layers.png
Scale: 4 px per um. Only two layers are drawn.
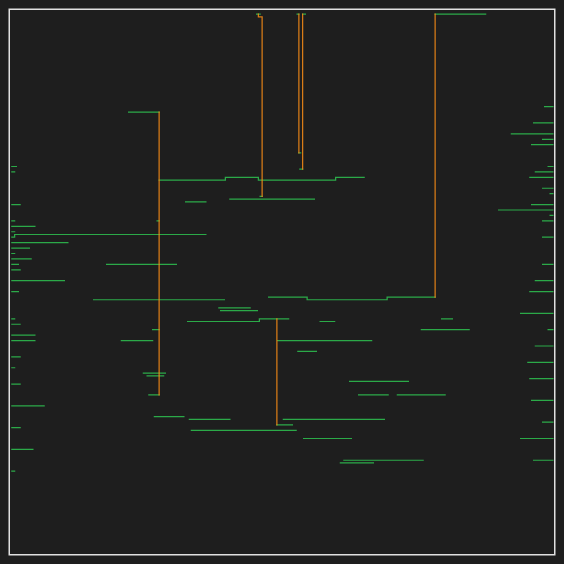
m2.png
Scale: 3 px per um.
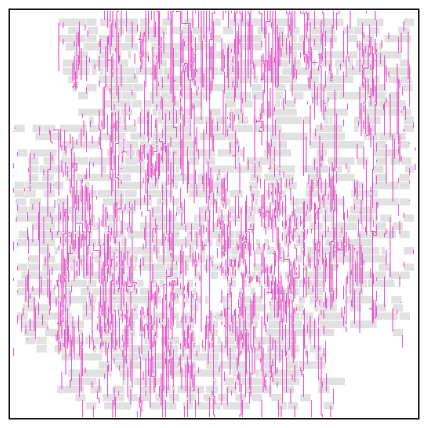
clock_nets.png
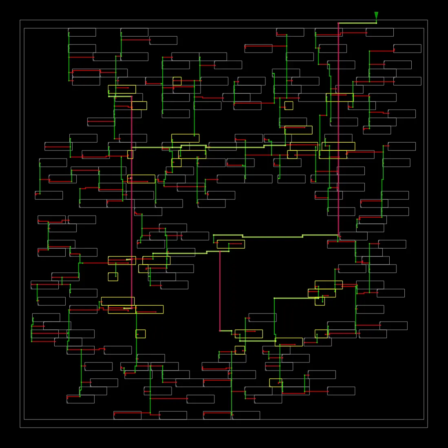
port_trees.png
Scale: 3 px per um.
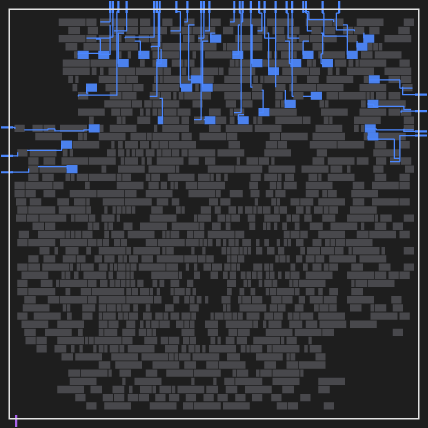
File: src/rtl/div_pkg.sv
// Shared types and constants for the sequential divider.
package div_pkg;

    localparam int DIV_WIDTH = 32;
    localparam int DIV_CNT_W = $clog2(DIV_WIDTH);

    typedef enum logic [1:0] {
        IDLE = 2'd0,
        CALC = 2'd1,
        ADJ  = 2'd2,
        DONE = 2'd3
    } div_state_t;

endpackage

File: src/rtl/div_step.sv
// One combinational restoring-division iteration on a {rem,quo} pair.
module div_step #(
    parameter int WIDTH = 32
) (
    input  logic [WIDTH-1:0] rem,
    input  logic [WIDTH-1:0] quo,
    input  logic [WIDTH-1:0] divisor,
    output logic [WIDTH-1:0] rem_next,
    output logic [WIDTH-1:0] quo_next
);

    logic [WIDTH:0]   shifted;
    logic [WIDTH-1:0] diff;
    logic             fits;

    // The trial difference is only kept when it is below divisor, so the
    // low WIDTH bits of the subtraction are sufficient.
    always_comb begin
        shifted  = {rem, quo[WIDTH-1]};
        fits     = (shifted >= {1'b0, divisor});
        diff     = shifted[WIDTH-1:0] - divisor;
        rem_next = fits ? diff : shifted[WIDTH-1:0];
        quo_next = {quo[WIDTH-2:0], fits};
    end

endmodule

File: src/rtl/divide_seq.sv
// Sequential restoring divider, one quotient bit per cycle, fixed latency.
// Signed (DIV) support is compiled in only when DIVIDE_SIGNED_EN is defined.
module divide_seq
    import div_pkg::*;
#(
    parameter int WIDTH = DIV_WIDTH
) (
    input  logic             clk,
    input  logic             rst,
    input  logic             start,
    input  logic             is_signed,
    input  logic [WIDTH-1:0] dividend,
    input  logic [WIDTH-1:0] divisor,
    output logic             busy,
    output logic             done,
    output logic [WIDTH-1:0] quotient,
    output logic [WIDTH-1:0] remainder
);

    localparam int CNT_W = (WIDTH > 1) ? $clog2(WIDTH) : 1;

    div_state_t       state, state_d;
    logic [CNT_W-1:0] cnt;
    logic [WIDTH-1:0] rem_q, quo_q, dvs_q;
    logic [WIDTH-1:0] rem_next, quo_next;
    logic [WIDTH-1:0] dvd_abs, dvs_abs;
    logic [WIDTH-1:0] quo_adj, rem_adj;

`ifdef DIVIDE_SIGNED_EN
    logic dvd_neg, dvs_neg;
    logic neg_quo, neg_rem;

    always_comb begin
        dvd_neg = is_signed & dividend[WIDTH-1];
        dvs_neg = is_signed & divisor[WIDTH-1];
        dvd_abs = dvd_neg ? ('0 - dividend) : dividend;
        dvs_abs = dvs_neg ? ('0 - divisor) : divisor;
        quo_adj = neg_quo ? ('0 - quo_q) : quo_q;
        rem_adj = neg_rem ? ('0 - rem_q) : rem_q;
    end

    // A zero divisor must leave the all-ones quotient unnegated.
    always_ff @(posedge clk or posedge rst) begin
        if (rst) begin
            neg_quo <= 1'b0;
            neg_rem <= 1'b0;
        end else if (state == IDLE && start) begin
            neg_quo <= (dvd_neg ^ dvs_neg) & (divisor != '0);
            neg_rem <= dvd_neg;
        end
    end
`else
    logic unused_is_signed;

    always_comb begin
        unused_is_signed = is_signed;
        dvd_abs          = dividend;
        dvs_abs          = divisor;
        quo_adj          = quo_q;
        rem_adj          = rem_q;
    end
`endif

    div_step #(
        .WIDTH(WIDTH)
    ) u_step (
        .rem      (rem_q),
        .quo      (quo_q),
        .divisor  (dvs_q),
        .rem_next (rem_next),
        .quo_next (quo_next)
    );

    always_ff @(posedge clk or posedge rst) begin
        if (rst) begin
            state <= IDLE;
        end else begin
            state <= state_d;
        end
    end

    always_comb begin
        state_d = state;
        busy    = 1'b0;
        done    = 1'b0;
        unique case (state)
            IDLE: begin
                if (start) begin
                    state_d = CALC;
                end
            end
            CALC: begin
                busy = 1'b1;
                if (cnt == '0) begin
                    state_d = ADJ;
                end
            end
            ADJ: begin
                busy    = 1'b1;
                state_d = DONE;
            end
            DONE: begin
                done    = 1'b1;
                state_d = IDLE;
            end
            default: state_d = IDLE;
        endcase
    end

    always_ff @(posedge clk or posedge rst) begin
        if (rst) begin
            cnt       <= '0;
            rem_q     <= '0;
            quo_q     <= '0;
            dvs_q     <= '0;
            quotient  <= '0;
            remainder <= '0;
        end else begin
            unique case (state)
                IDLE: begin
                    if (start) begin
                        cnt   <= CNT_W'(WIDTH - 1);
                        rem_q <= '0;
                        quo_q <= dvd_abs;
                        dvs_q <= dvs_abs;
                    end
                end
                CALC: begin
                    rem_q <= rem_next;
                    quo_q <= quo_next;
                    if (cnt != '0) begin
                        cnt <= cnt - 1'b1;
                    end
                end
                ADJ: begin
                    quotient  <= quo_adj;
                    remainder <= rem_adj;
                end
                default: ;
            endcase
        end
    end

endmodule

File: config.mk
export PLATFORM = sky130hd
export DESIGN_NAME = divide_seq
export DESIGN_NICKNAME = d
export VERILOG_FILES = /design/src/rtl/div_pkg.sv /design/src/rtl/div_step.sv /design/src/rtl/divide_seq.sv
export SDC_FILE = /design/constraint.sdc
export NUM_CORES = 1
export LEC_CHECK = 0
export CAP_MARGIN = 20
export CORE_UTILIZATION = 49
export CTS_CLUSTER_SIZE = 24
export DETAILED_ROUTE_END_ITERATION = 12
export PLACE_DENSITY_LB_ADDON = 0.3
export SKIP_CTS_REPAIR_TIMING = 1
export SLEW_MARGIN = 20
export SYNTH_ARGS = -nofsm -noshare
export SYNTH_HDL_FRONTEND = slang
export SYNTH_SLANG_ARGS = --single-unit
export TNS_END_PERCENT = 30
File: constraint.sdc
create_clock -name clk -period 6 [get_ports clk]
set_clock_uncertainty 0.15 [all_clocks]
set_input_delay 1.2 -clock clk [delete_from_list [all_inputs] [get_ports clk]]
set_output_delay 1.2 -clock clk [all_outputs]
set_load 0.1 [all_outputs]
==> flow_metrics.env <==
# implementation run metrics
export IMPL_run_status="finished, final reports clean"
export IMPL_worstRegToRegCells=9
export IMPL_global_route_usage_total=0.218
export IMPL_synthFlopType="dfrtp_1"
export IMPL_dr_wl_met2_um=9030
export IMPL_post_synthesis_chip_area_from_yosys_sq_um=8800
export IMPL_floorplan_net_count=933
export IMPL_rows=48
export IMPL_wl_met1_um=9120
export IMPL_worst_hold_path_endpoint="quo_adj[12]"
export IMPL_grt_antenna_before_repair=0
export IMPL_critPathMaxFanout=4
export IMPL_setup_tns_ns=0
export IMPL_tritoncts="done"
export IMPL_grtUsageMet3=0.0399
export IMPL_route_met3_wl_um=714
export IMPL_synth_yosys_num_cells=825
export IMPL_cp_depth=3
export IMPL_rsz0062_at_grt="false"
export IMPL_grt_use_met1=0.302
export IMPL_postSynthAreaPerCell_sq_um=10.7
export IMPL_grt_first_pass_wirelength_um=31900
export IMPL_post_synth_num_cell_types=60
export IMPL_setup_ws_ns=2.28
export IMPL_detail_route_first_pass_iterations=4
export IMPL_timing_critical_path_slowest_stage_cell="clkdlybuf4s50_1"
export IMPL_min_delay_path_depth=2
export IMPL_crit_path_max_incr_delay_ns=1.15
export IMPL_taps=225
export IMPL_synth_edff_count=0
export IMPL_cp_arrival_ns=2.37
export IMPL_min_from="quo_adj[12]"
export IMPL_area_sequential_sq_um=4180
export IMPL_critical_path_rt_ns=4.65
export IMPL_clock_tree_buffer_depth=2
export IMPL_finalWorstPathRequiredPeriod_ns=3.72
export IMPL_min_period_over_period=0.620
export IMPL_yosys_stat_seqShare=0.475
export IMPL_setup_viol_count_final=0
export IMPL_cts_htree_levels=4
export IMPL_largestClassByArea="combinational gates"
export IMPL_placement_setup_worst_slack_ns=2.49
export IMPL_number_of_multi_input_logic_gates=572
export IMPL_final_nets=1049
export IMPL_post_route_drc_count=0
export IMPL_timing_rr_end="rem_adj[28]"
About layers.png:
| color | layer | wire length |
|---|---|---|
| green | M3 | 714 um |
| orange | M4 | 288 um |

About m2.png:
nets with wire on the layer: 904
wire length on this layer: 9030 um
longest straight run: 41.6 um
final wirelength: 19100 um
GR Layer Usage met2: 0.347
via count: 6454

About clock_nets.png:
Seq cells: 167
CTS buffer count: 17
clock latency on the worst-skew pair: 0.42 ns
Clock Sink Count: 167

About port_trees.png:
| color | port | direction | edge | end cells | buffers |
|---|---|---|---|---|---|
| purple | `is_signed` | input | bottom | 0 | 0 |
| blue | `dividend` | input | 25 top, 4 right, 3 left | 32 | 32 |

## cell usage after synthesis (all sizes together), types with 2 or more instances
cell	n	area [sq um]
o21a	9	67.6
clkbuf	34	129
o21ai	95	475
a31oi	3	18.8
nand3	5	25.0
a211oi	5	42.5
and2	2	12.5
nor2b	3	18.8
and3	5	31.3
and2b	2	16.3
xnor2	16	140
a21oi	35	186
xor2	11	96.3
a32oi	11	96.3
nor3	9	50.1
ha	39	488
nor4	2	12.5
o221ai	2	17.5
nor2	22	82.6
or3	2	12.5
a21o	11	82.6
inv	44	165
a41oi	2	17.5
o31a	3	26.3
nand2b	8	50.1
o31ai	6	58.8
buf	8	51.3
dfrtp	167	4180
mux2i	47	470
mux2	96	1080
o211ai	2	15.0
a21boi	2	15.0
and4	3	27.5
nand2	92	348
nand4	9	56.3
## logic make-up after synthesis
| logic type | share of synthesized area |
|---|---|
| buf+inv | 0.0392 |
| fa+ha+maj | 0.0577 |
| xor+xnor | 0.0269 |
| simple gates | 0.0854 |
| mux | 0.176 |
| flops | 0.475 |
| compound gates | 0.140 |
## layout by cell type (no fill, tap or decap), types with 4 or more instances in the layout
master and count:
dfrtp_1 167, clkdlybuf4s50_1 132, mux2_2 96, nand2_1 91, o21ai_0 89, mux2i_1 47, inv_1 43, ha_1 37
a21oi_1 32, nor2_1 22, clkbuf_16 17, xnor2_1 16, a21o_1 11, xor2_1 11, a32oi_1 11, nand4_1 9
nor3_1 8, nand2b_1 8, o21a_1 8, buf_4 7, o21ai_1 6, and3_1 5, nand3_1 5, o31ai_1 5
inv_6 5, a211oi_1 4
## registers in the layout, summed over array words and instances (netlist names)
register   count
rem_adj       32
quo_adj       32
quotient      32
cnt            5
remainder     32
state          2
dvs_q         32
